==> config.mk <==
export PLATFORM = sky130hd
export DESIGN_NAME = multicycle_ctrl
export DESIGN_NICKNAME = d
export VERILOG_FILES = /design/src/rtl/ctrl_pkg.sv /design/src/rtl/wait_timer.sv /design/src/rtl/multicycle_ctrl.sv
export SDC_FILE = /design/constraint.sdc
export NUM_CORES = 1
export LEC_CHECK = 0
export CAP_MARGIN = 20
export CORE_MARGIN = 1
export CORE_UTILIZATION = 45
export CTS_CLUSTER_DIAMETER = 100
export DETAILED_ROUTE_END_ITERATION = 7
export GPL_ROUTABILITY_DRIVEN = 0
export PLACE_DENSITY_LB_ADDON = 0.05
export RECOVER_POWER = 50
export SYNTH_ARGS = -nofsm -noshare
export SYNTH_HDL_FRONTEND = slang
export SYNTH_SLANG_ARGS = --single-unit
==> constraint.sdc <==
create_clock -name clk -period 1.63 [get_ports clk]
set_input_delay 0.163 -clock clk [delete_from_list [all_inputs] [get_ports clk]]
set_output_delay 0.163 -clock clk [all_outputs]
set_load 0.03 [all_outputs]
### Met3 routing

Scale bar: 20 um.
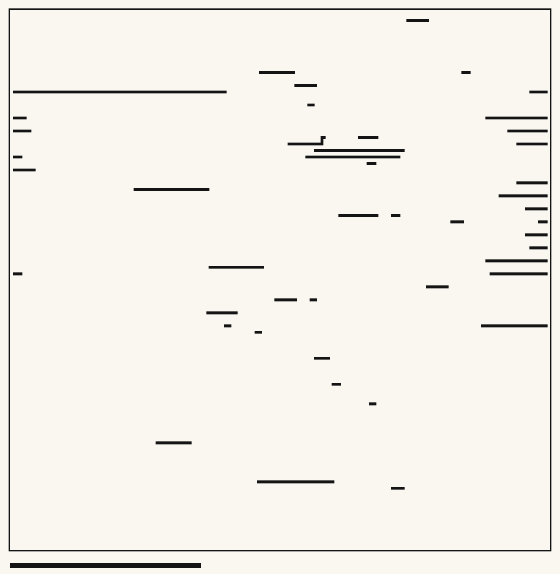
The wires run mostly horizontal. The longest straight run is 22.1 um.
via count: 1485
final WL: 4470 um
GR Util met3: 3.92%

### Port wiring

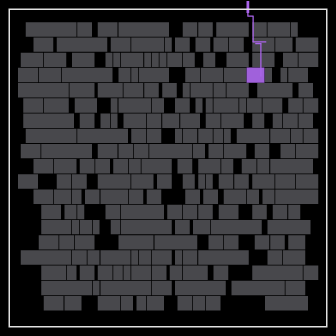
Key: purple = aluout_load [bits 1, direction output, edge top, end cells 1, buffers 1, wire 15.2 um]
num ports: 30
IO Port Bufs: 29

### Cell outlines without signal wires

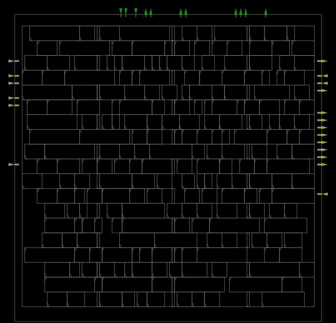
flop count: 18
n_taps: 31

### Local utilization

The die is cut into 11 by 11 equal tiles; black is low, pale yellow is high, 0 to 100% covered.
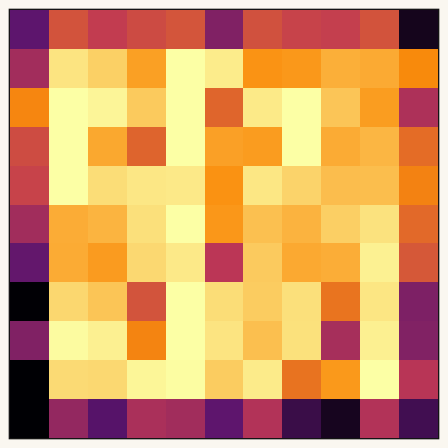
The mean over all tiles is 72%. The fullest tile reaches 100%. 60% of the tiles are over 75% full. 2.5% of the tiles are nearly empty.
fp util: 48.1%
Util after Layout: 84.3%
total core area: 2780 sq um

==> GITHUB_STEP_SUMMARY <==
### Metrics collected by this job

| Metric | Value |
|---|---|
| Final instance area | `2340 sq um` |
| Ys cells | `146` |
| Tot GR Track Use | `28.4%` |
| Kind of critical path | `reg2out` |
| CTS Buf Count | `3` |
| Final worst path period share | `117%` |
| Floorplan Nets | `159` |
| Root Buffer | `clkbuf_4` |
| DR WL met3 | `151 um` |
| Hold violation count in the final report | `0` |
| Hold Path Class | `in2reg` |
| Count of tool warnings | `29` |
| H-tree levels | `1` |
| Max-cap violations | `0` |
| RSZ-0062 raised after global routing | `true` |
| Pin count of the biggest net entering global routing | `19` |
| Cell taking the most area after synthesis | `dfrtp_1` |
| Failing checks | `negative setup slack` |
| Max_slew headroom | `29.5%` |
| Final Setup Violations | `21` |
| Die area | `3190 sq um` |
| Post-DP Area | `2000 sq um` |
| Min Clock Period, post-route | `1.90 ns` |
| Hold Slack | `0.473 ns` |
| GRT overflow | `0` |
| Top area contributor share | `33.7%` |
| DRC Markers | `0` |
| Cell area leaders | `dfrtp_1 34%, nor3_1 5.2%, mux2_2 5.1%` |
| Initial drt markers | `47` |
| Row cnt | `19` |
| Clk sink count | `18` |
| Yosys Chip Area | `1340 sq um` |
| Ratio of cells with drive above 1 in the final layout | `60.6%` |
| Synthesized registers | `18` |
| Count leader, synth | `dfrtp_1` |
| CP endpoint kind | `primary output` |
| Clk pin slew, worst setup/hold paths | `0.09 ns` |
| Setup ws final | `-0.272 ns` |
| Slew Viols, Final | `0` |
| Lkg Pwr | `1.03 nW` |
| Top sig layer | `met4` |
| Synth Seq Share | `33.7%` |
| Count of library flops with an enable pin | `0` |
| DIE WIDTH | `56.5 um` |
| Skew-Pair Late Insertion Delay | `0.30 ns` |
| 1st-pass router iterations | `4` |
| Placed Instances | `246` |
| Status | `complete, but fails checks` |
| Synth cell types | `51` |
| Non-filler instance count after layout | `262` |
| Cell Area, Synth | `1340 sq um` |
| Req. time, crit path | `1.47 ns` |
| Depth of the worst hold-timing path | `3` |
| Initial antenna violation count | `0` |
| Met1 wire length | `1750 um` |
| Post-synth ARST share | `100%` |
| Maximum vdd drop | `0.484 mV` |
[cell type report]
cell class	count	area (sq um)
Clock buffer	3	22.5
Tap cell	31	38.8
Timing Repair Buffer	87	729
Fill cell	152	438
Multi-Input combinational cell	114	1060
Inverter	9	36.3
Sequential cell	18	452
[what timing repair did]
item | CTS | global route
pin swaps | 17 | 11
buffers inserted | 7 | 6
gates resized | 34 | 20
setup endpoints to repair | 21 | 25
[cells by family after synthesis]
| logic type | Yosys count | synth area share [%] |
|---|---|---|
| and+or+nand+nor | 78 | 34.0 |
| xor gates and xnor gates | 2 | 1.31 |
| adders and majority gates | 1 | 0.935 |
| muxes | 9 | 7.30 |
| buffers and inverters | 14 | 5.61 |
| AOI/OAI and AO/OA | 24 | 17.2 |
| DFF | 18 | 33.7 |
[layout by cell type, fill, tap and decap left out, drive strengths merged, types with 5 or more instances in the layout]
cell,n
clkdlybuf4s50,10
nor2,17
buf,75
nand2b,6
dfrtp,18
a31oi,5
nand2,12
nand3,6
mux2,6
inv,9
nor3,15
[critical path, stage by stage, from the launching register on]
cell	delay, ns
dfrtp_1	0.38
and4bb_1	0.28
buf_6	0.14
nand2_4	0.08
nor2_4	0.13
a31oi_4	0.10
nor4_4	0.14
buf_4	0.20
[metrics by stage]
stage / worst slack, ns / power, W
3_3_place_gp: -0.294 / 0.000556
4_1_cts: -0.267 / 0.000780
5_1_grt: -0.347 / 0.000815
3_5_place_dp: -0.360 / 0.000559
6_report: -0.272 / 0.000785
2_1_floorplan: -0.0784 / 0.000499
[per-layer routing]
metal  vias to the layer above  global-route usage, %
li1                        703                      -
met1                       709                   33.9
met2                        52                   50.1
met3                        21                   3.92
met4                         0                   13.2
met5                         -                      0
[power breakdown]
group	total [W]	internal, W	switching (W)
clock network	0.000225	0.0000864	0.000138
logic	0.000110	0.0000505	0.0000593
registers	0.000451	0.000449	0.00000211
total	0.000785	0.000586	0.000200
Power figures rest on the tool's default switching activity, not on a simulated workload.
